`src/rtl/lif_scheduler.sv`:
```
// Time-multiplexed leaky integrate-and-fire scheduler.
// One shared LIF datapath updates NUM_NEUR neurons per tick; config regs set threshold, leak, refractory.
// Ports: clk, rst_n, ena, tick, cur_in[8*N], cfg_we/addr/data, mon_sel -> v_mon, busy, done, spikes.
module lif_scheduler #(
  parameter int NUM_NEUR = 4
) (
  input  logic                  clk,
  input  logic                  rst_n,
  input  logic                  ena,
  input  logic                  tick,
  input  logic [8*NUM_NEUR-1:0] cur_in,
  input  logic                  cfg_we,
  input  logic [1:0]            cfg_addr,
  input  logic [7:0]            cfg_data,
  input  logic [1:0]            mon_sel,
  output logic [7:0]            v_mon,
  output logic                  busy,
  output logic                  done,
  output logic [NUM_NEUR-1:0]   spikes
);

  localparam int IW = $clog2(NUM_NEUR);

  typedef enum logic [1:0] {
    S_IDLE,
    S_UPD,
    S_FIN
  } state_e;

  state_e              state_q, state_d;
  logic [IW-1:0]       idx_q, idx_d;
  logic [7:0]          v_q [NUM_NEUR];
  logic [7:0]          v_d [NUM_NEUR];
  logic [3:0]          rcnt_q [NUM_NEUR];
  logic [3:0]          rcnt_d [NUM_NEUR];
  logic [7:0]          cur_q [NUM_NEUR];
  logic [7:0]          cur_d [NUM_NEUR];
  logic [NUM_NEUR-1:0] shadow_q, shadow_d;
  logic [NUM_NEUR-1:0] spikes_q, spikes_d;
  logic [7:0]          thresh_q, thresh_d;
  logic [2:0]          leak_q, leak_d;
  logic [3:0]          refrac_q, refrac_d;

  logic [7:0] v_cur;
  logic [3:0] r_cur;
  logic [7:0] c_cur;
  logic [7:0] leak_v;
  logic [8:0] sum9;
  logic [7:0] sat;
  logic       refr;
  logic       fire;

  // Shared datapath, operating on the neuron selected by idx_q
  always_comb begin
    v_cur  = v_q[idx_q];
    r_cur  = rcnt_q[idx_q];
    c_cur  = cur_q[idx_q];
    // shift of 0 gives v - v = 0: full leak
    leak_v = v_cur - (v_cur >> leak_q);
    sum9   = {1'b0, leak_v} + {1'b0, c_cur};
    sat    = sum9[8] ? 8'hff : sum9[7:0];
    refr   = (r_cur != 4'd0);
    fire   = !refr && (sat >= thresh_q);
  end

  always_comb begin
    state_d  = state_q;
    idx_d    = idx_q;
    v_d      = v_q;
    rcnt_d   = rcnt_q;
    cur_d    = cur_q;
    shadow_d = shadow_q;
    spikes_d = spikes_q;
    thresh_d = thresh_q;
    leak_d   = leak_q;
    refrac_d = refrac_q;
    if (ena) begin
      unique case (state_q)
        S_IDLE: begin
          // a write in the same cycle as tick lands before the first update
          if (cfg_we) begin
            case (cfg_addr)
              2'd0:    thresh_d = cfg_data;
              2'd1:    leak_d   = cfg_data[2:0];
              2'd2:    refrac_d = cfg_data[3:0];
              default: ;
            endcase
          end
          if (tick) begin
            state_d  = S_UPD;
            idx_d    = '0;
            shadow_d = '0;
            for (int k = 0; k < NUM_NEUR; k++) begin
              cur_d[k] = cur_in[8*k +: 8];
            end
          end
        end
        S_UPD: begin
          if (refr) begin
            v_d[idx_q]    = 8'd0;
            rcnt_d[idx_q] = r_cur - 4'd1;
          end else if (fire) begin
            v_d[idx_q]    = 8'd0;
            rcnt_d[idx_q] = refrac_q;
          end else begin
            v_d[idx_q]    = sat;
          end
          shadow_d[idx_q] = fire;
          if (idx_q == IW'(NUM_NEUR - 1)) begin
            state_d  = S_FIN;
            idx_d    = '0;
            spikes_d = shadow_d;
          end else begin
            idx_d = idx_q + IW'(1);
          end
        end
        S_FIN: state_d = S_IDLE;
        default: state_d = S_IDLE;
      endcase
    end
  end

  always_ff @(posedge clk or negedge rst_n) begin
    if (!rst_n) begin
      state_q  <= S_IDLE;
      idx_q    <= '0;
      shadow_q <= '0;
      spikes_q <= '0;
      thresh_q <= 8'd200;
      leak_q   <= 3'd2;
      refrac_q <= 4'd3;
      for (int k = 0; k < NUM_NEUR; k++) begin
        v_q[k]    <= 8'd0;
        rcnt_q[k] <= 4'd0;
        cur_q[k]  <= 8'd0;
      end
    end else begin
      state_q  <= state_d;
      idx_q    <= idx_d;
      shadow_q <= shadow_d;
      spikes_q <= spikes_d;
      thresh_q <= thresh_d;
      leak_q   <= leak_d;
      refrac_q <= refrac_d;
      for (int k = 0; k < NUM_NEUR; k++) begin
        v_q[k]    <= v_d[k];
        rcnt_q[k] <= rcnt_d[k];
        cur_q[k]  <= cur_d[k];
      end
    end
  end

  assign v_mon  = v_q[mon_sel];
  assign busy   = (state_q != S_IDLE);
  // gated so a frozen FIN does not stretch the pulse
  assign done   = (state_q == S_FIN) && ena;
  assign spikes = spikes_q;

endmodule

```
`config.mk`:
```
export PLATFORM = sky130hd
export DESIGN_NAME = lif_scheduler
export DESIGN_NICKNAME = d
export VERILOG_FILES = /design/src/rtl/lif_scheduler.sv
export SDC_FILE = /design/constraint.sdc
export NUM_CORES = 1
export LEC_CHECK = 0
export CORE_ASPECT_RATIO = 1.4
export CORE_MARGIN = 2
export CORE_UTILIZATION = 50
export CTS_BUF_LIST = sky130_fd_sc_hd__clkbuf_16
export CTS_CLUSTER_SIZE = 24
export DETAILED_ROUTE_END_ITERATION = 7
export PLACE_DENSITY_LB_ADDON = 0.15
export SETUP_SLACK_MARGIN = 0.05
export SLEW_MARGIN = 15
export SYNTH_ARGS = -nofsm -noshare
export SYNTH_HDL_FRONTEND = slang
export SYNTH_SLANG_ARGS = --single-unit
```
`constraint.sdc`:
```
create_clock -name clk -period 7.79 [get_ports clk]
set_clock_uncertainty 0.2 [all_clocks]
set_input_delay 0.779 -clock clk [delete_from_list [all_inputs] [get_ports clk]]
set_output_delay 0.779 -clock clk [all_outputs]
set_load 0.01 [all_outputs]
```
Run 1, logic cells by family:
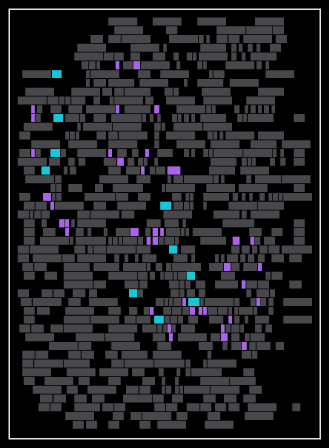
Cyan shows non-inverting ao/oa cells, cells 10, most used a21o_1. Purple shows nor cells, cells 39, most used nor2_1.
Top cell excl fill/tap: dfrtp_1
combinational share of cell area: 44.3%
post-route insts no fill: 732

Run 1, pin map:
The bar under the picture is 20 µm long. Pins as bars across the die edge, other pins in gray.
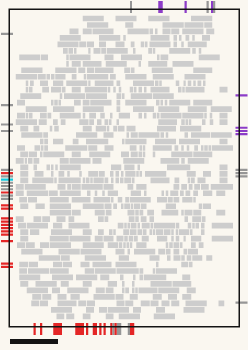
Red shows cur_in, pins 32, direction input, edge 19 south, 13 west. Purple shows v_mon, pins 8, direction output, edge 4 east, 4 north. Cyan shows tick, pins 1, direction input, edge west.
Port Buffer Count: 62
width of the die: 96.0 µm
floorplan die height: 133 µm

Run 1, clock wiring as the flow saved it:
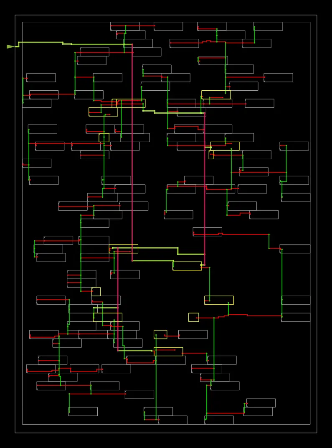
clk sink count: 106
layout sequential cell count: 106
Num CTS Buffers: 9
Clk Latency, worst-skew pair: 0.35 ns
count of clock buffers in the final design: 9

Run 1, a small window of the routed layout:
The bar under the picture is 5 µm long. Region (38, 83) to (58, 103) µm. Cells in gray, sequential cells in the stronger gray; small squares are vias.
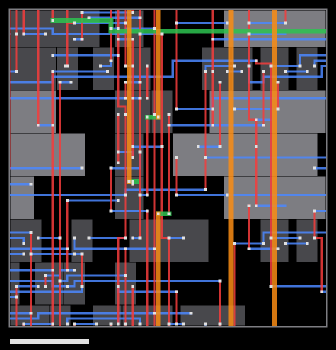
Orange shows metal 4. Red shows metal 2. Green shows metal 3. Blue shows metal 1.
Most frequent: nand2_1 (7), o21ai_0 (5), dfrtp_1 (5). 26 logic cells have their middle in the window. Sequential cells in the window: 5. Netlist names of flops here include v_q (4), rcnt_q (1).

==> run summary, run 1 <==
CP Buf/Inv Count: 0
largest incremental delay on the critical path: 0.82 ns
cell count in the Yosys report: 526
sequential cell area fraction in the yosys report: 44.9%
number of H-tree branching levels: 3
setup repair after global routing missed its margin: no
list of cells traversed by the critical path: mux4_2 > mux2_2 > nor2_1 > a21oi_1 > a21oi_1 > ha_1 > nor2b_1 > o21ai_0 > a21boi_0 > o21ai_0 > nor2b_1 > xnor2_1 > ha_1 > a21o_1 > a21oi_1 > a21boi_0 > o21ai_0 > ha_1 > nor3_1 > o21ai_0 > a221o_1 > nor2_4 > o21ai_0 > o21ai_0
GRT Resource Usage Total: 23.4%
Slew Viols, Final: 0
DR WL/cell: 18.8 µm
sequential portion of the cell area: 38.2%
commonest cells in the synthesized netlist: 100 x dfrtp_1, 66 x nand2_1, 62 x o21ai_0, 47 x mux2_2, 29 x ha_1
number of warnings issued by yosys: 0
cell group occupying the most layout area: logic gates
maximum clock insertion buffer count: 2
vias: 4,300
cts repair resizes: 0
arithmetic-cell share of the synthesized area counting full adders, half adders and majority gates: 6.80%
count of mapped cells out of synthesis: 526
most frequent cell on the critical path: o21ai_0
minimum hold slack: 0.123 ns
Worst Setup Slack post-DPL: 1.02 ns
number of multi-input combinational cells in the layout: 375
xor and xnor area share after synthesis: 0.887%
Crit Path Class: reg2reg
number of cells traversed by the worst register-to-register path: 24
iteration count of the initial detailed-routing pass: 4
min setup slack post-route: 0.981 ns
Crit path depth: 24
number of design rule violations left after detail routing: 0
die area: 12,700 µm²
Post-Route M1 WL: 5860 µm
global routing usage on met3: 3.76%
max layer used: met4
signal buffers share of area: 9.82%
max_slew headroom: 50.8%
synthesized cell area: 5920 µm²
initial antenna violation count: 0
number of rows created at floorplan: 47
floorplan utilization: 50.6%
clock-pin slew on the worst setup and hold paths: 0.07 ns
Setup crit end kind: flop
top post-synthesis cells by area: dfrtp_1 42%, mux4_2 10%, mux2_2 8.9%, ha_1 6.1%, o21ai_0 5.2%
period utilization: 87.4%
final number of setup-violating endpoints: 0
total of hold buffers inserted after clock tree synthesis: 0
classification of the worst-slack hold path: in2async
core footprint: 11,700 µm²
Crit path arrival time: 6.87 ns
CP Max Fanout: 12
number of distinct library cells after synthesis: 50
number of nets with antenna violations after routing: 0
main logic family after synthesis: multiplexers
number of enable flip-flop cells: 0
MaxCap Viol Count: 0
CTS root buf: clkbuf_16
setup TNS after final layout: 0 ns
run status: completed
DP Area: 6660 µm²
CTS tree: done
pin slew with the least headroom to its limit: 0.739 ns
Starting DRT DRC Count: 180
Overflow after GRT: 0
Top Family by Delay on Critical Path: AND-OR/OR-AND gates
post-detailed-routing wire length: 13,800 µm
number of fillers in the final layout: 988
number of inserted diodes: 0
fin crit period: 6.81 ns
buffers inserted during post-CTS setup optimization: 0
Run 1, routed metal per tile:
19 x 27 tiles, from white (low) to dark blue (high), scaled to the fullest tile. Values are wire area over tile area, all layers added.
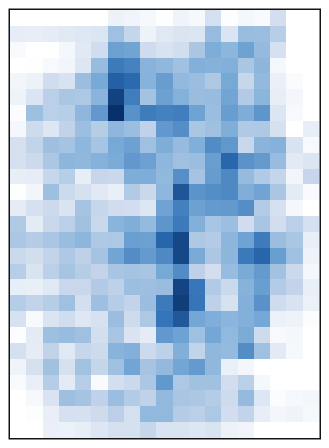

==> run 2, diff against run 1 <==
Settings changed: CELL_PAD_IN_SITES_DETAIL_PLACEMENT set to 0, CELL_PAD_IN_SITES_GLOBAL_PLACEMENT set to 1, CORE_UTILIZATION 50 to 46.
Run 2, routed metal per tile:
20 x 28 tiles, from white (low) to dark blue (high), scaled to the fullest tile. Values are wire area over tile area, all layers added.
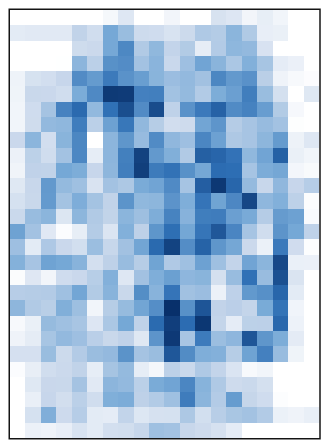
The mean over all tiles is 0.16. 11% of the tiles are nearly empty. The fullest tile reaches 0.45. 25% of the tiles are over half the peak. The densest ninth of the die: center.
post-detailed-routing wire length: 13,900 µm
DR WL/cell: 18.8 µm
GRT Resource Usage Total: 21.3%

==> run summary, run 2 <==
die area: 13,800 µm²
run status: completed
buffers inserted during post-CTS setup optimization: 0
CTS root buf: clkbuf_16
xor and xnor area share after synthesis: 0.887%
sequential portion of the cell area: 38.3%
clock-pin slew on the worst setup and hold paths: 0.08 ns
final number of setup-violating endpoints: 0
layout sequential cell count: 106
Post-Route M1 WL: 6100 µm
min setup slack post-route: 0.823 ns
setup TNS after final layout: 0 ns
number of distinct library cells after synthesis: 50
CTS tree: done
global routing usage on met3: 3.13%
Top Family by Delay on Critical Path: AND-OR/OR-AND gates
max layer used: met4
synthesized cell area: 5920 µm²
number of H-tree branching levels: 3
floorplan utilization: 46.7%
cts repair resizes: 0
clk sink count: 106
Crit path depth: 24
Crit Path Class: reg2reg
top post-synthesis cells by area: dfrtp_1 42%, mux4_2 10%, mux2_2 8.9%, ha_1 6.1%, o21ai_0 5.2%
number of nets with antenna violations after routing: 0
most frequent cell on the critical path: o21ai_0
Slew Viols, Final: 0
number of fillers in the final layout: 1,099
Setup crit end kind: flop
fin crit period: 6.97 ns
core footprint: 12,700 µm²
floorplan die height: 138 µm
number of inserted diodes: 0
post-route insts no fill: 738
CP Buf/Inv Count: 0
largest incremental delay on the critical path: 0.84 ns
number of warnings issued by yosys: 0
pin slew with the least headroom to its limit: 0.763 ns
sequential cell area fraction in the yosys report: 44.9%
Port Buffer Count: 62
Run 2, clock wiring as the flow saved it:
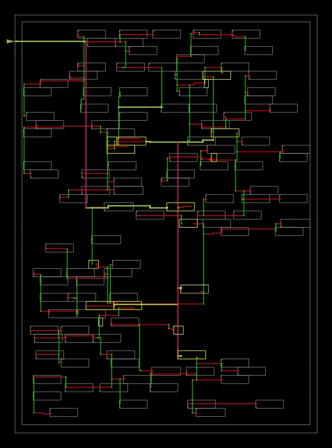
Clk Latency, worst-skew pair: 0.34 ns

Run 2, logic cells by family:
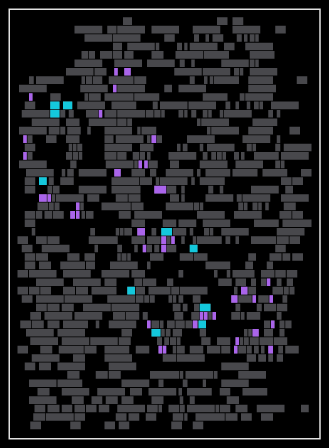

==> run 3, diff against run 2 <==
Settings changed: CORE_UTILIZATION 46 to 40.
Run 3, logic cells by family:
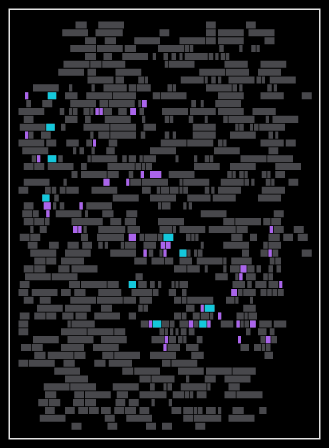
Cyan shows non-inverting ao/oa cells, cells 10, most used a21o_1. Purple shows nor cells, cells 39, most used nor2_1.
combinational share of cell area: 44.0%
post-route insts no fill: 774

==> run summary, run 3 <==
run status: completed
CTS tree: done
number of rows created at floorplan: 52
DR WL/cell: 18.2 µm
Crit path arrival time: 7.03 ns
layout sequential cell count: 106
Post-Route M1 WL: 6330 µm
minimum hold slack: 0.182 ns
clk sink count: 106
list of cells traversed by the critical path: mux4_2 > mux2_2 > nor2_1 > a21oi_1 > a21oi_1 > ha_1 > nor2b_1 > o21ai_0 > a21boi_0 > o21ai_0 > nor2b_1 > xnor2_1 > ha_1 > a21o_1 > a21oi_1 > a21boi_0 > o21ai_0 > ha_1 > nor3_1 > nor2_1 > a221o_1 > nor2_4 > o21ai_0 > o21ai_0
Port Buffer Count: 62
Overflow after GRT: 0
Crit path depth: 24
clock-pin slew on the worst setup and hold paths: 0.07 ns
GRT Resource Usage Total: 19.4%
xor and xnor area share after synthesis: 0.887%
post-detailed-routing wire length: 14,100 µm
initial antenna violation count: 0
fin crit period: 6.97 ns
min setup slack post-route: 0.822 ns
arithmetic-cell share of the synthesized area counting full adders, half adders and majority gates: 6.80%
number of H-tree branching levels: 3
CP Buf/Inv Count: 0
number of cells traversed by the worst register-to-register path: 24
vias: 4,153
main logic family after synthesis: multiplexers
total of hold buffers inserted after clock tree synthesis: 0
maximum clock insertion buffer count: 2
count of mapped cells out of synthesis: 526
classification of the worst-slack hold path: in2async
cell count in the Yosys report: 526
floorplan die height: 148 µm
number of distinct library cells after synthesis: 50
Top cell excl fill/tap: dfrtp_1
number of design rule violations left after detail routing: 0
maximum achievable frequency: 144 MHz
sequential portion of the cell area: 38.0%
setup repair after global routing missed its margin: no
CTS root buf: clkbuf_16
CP Max Fanout: 12
max layer used: met4
top post-synthesis cells by area: dfrtp_1 42%, mux4_2 10%, mux2_2 8.9%, ha_1 6.1%, o21ai_0 5.2%
die area: 15,800 µm²
cell group occupying the most layout area: logic gates
Worst Setup Slack post-DPL: 0.727 ns
number of warnings issued by yosys: 0
category of the worst setup path launch point: flop
iteration count of the initial detailed-routing pass: 4
number of multi-input combinational cells in the layout: 375
floorplan utilization: 41.0%
cts repair resizes: 0
Starting DRT DRC Count: 141
Clk Latency, worst-skew pair: 0.36 ns
setup TNS after final layout: 0 ns
final number of setup-violating endpoints: 0
number of fillers in the final layout: 1,363
number of enable flip-flop cells: 0
Slew Viols, Final: 0
pin slew with the least headroom to its limit: 0.891 ns
width of the die: 107 µm
max_slew headroom: 40.6%
period utilization: 89.4%
buffers inserted during post-CTS setup optimization: 0
commonest cells in the synthesized netlist: 100 x dfrtp_1, 66 x nand2_1, 62 x o21ai_0, 47 x mux2_2, 29 x ha_1
synthesized cell area: 5920 µm²
count of clock buffers in the final design: 9
Run 3, a small window of the routed layout:
The bar under the picture is 5 µm long. Region (43, 94) to (63, 114) µm. Cells in gray, sequential cells in the stronger gray; small squares are vias.
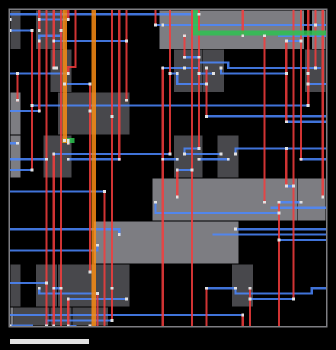
Green shows metal 3. Red shows metal 2. Orange shows metal 4. Blue shows metal 1.
Sequential cells in the window: 3. Most frequent: nand2_1 (4), o21ai_0 (4), dfrtp_1 (3). Netlist names of flops here include v_q (2), idx_q (1). 15 logic cells have their middle in the window.

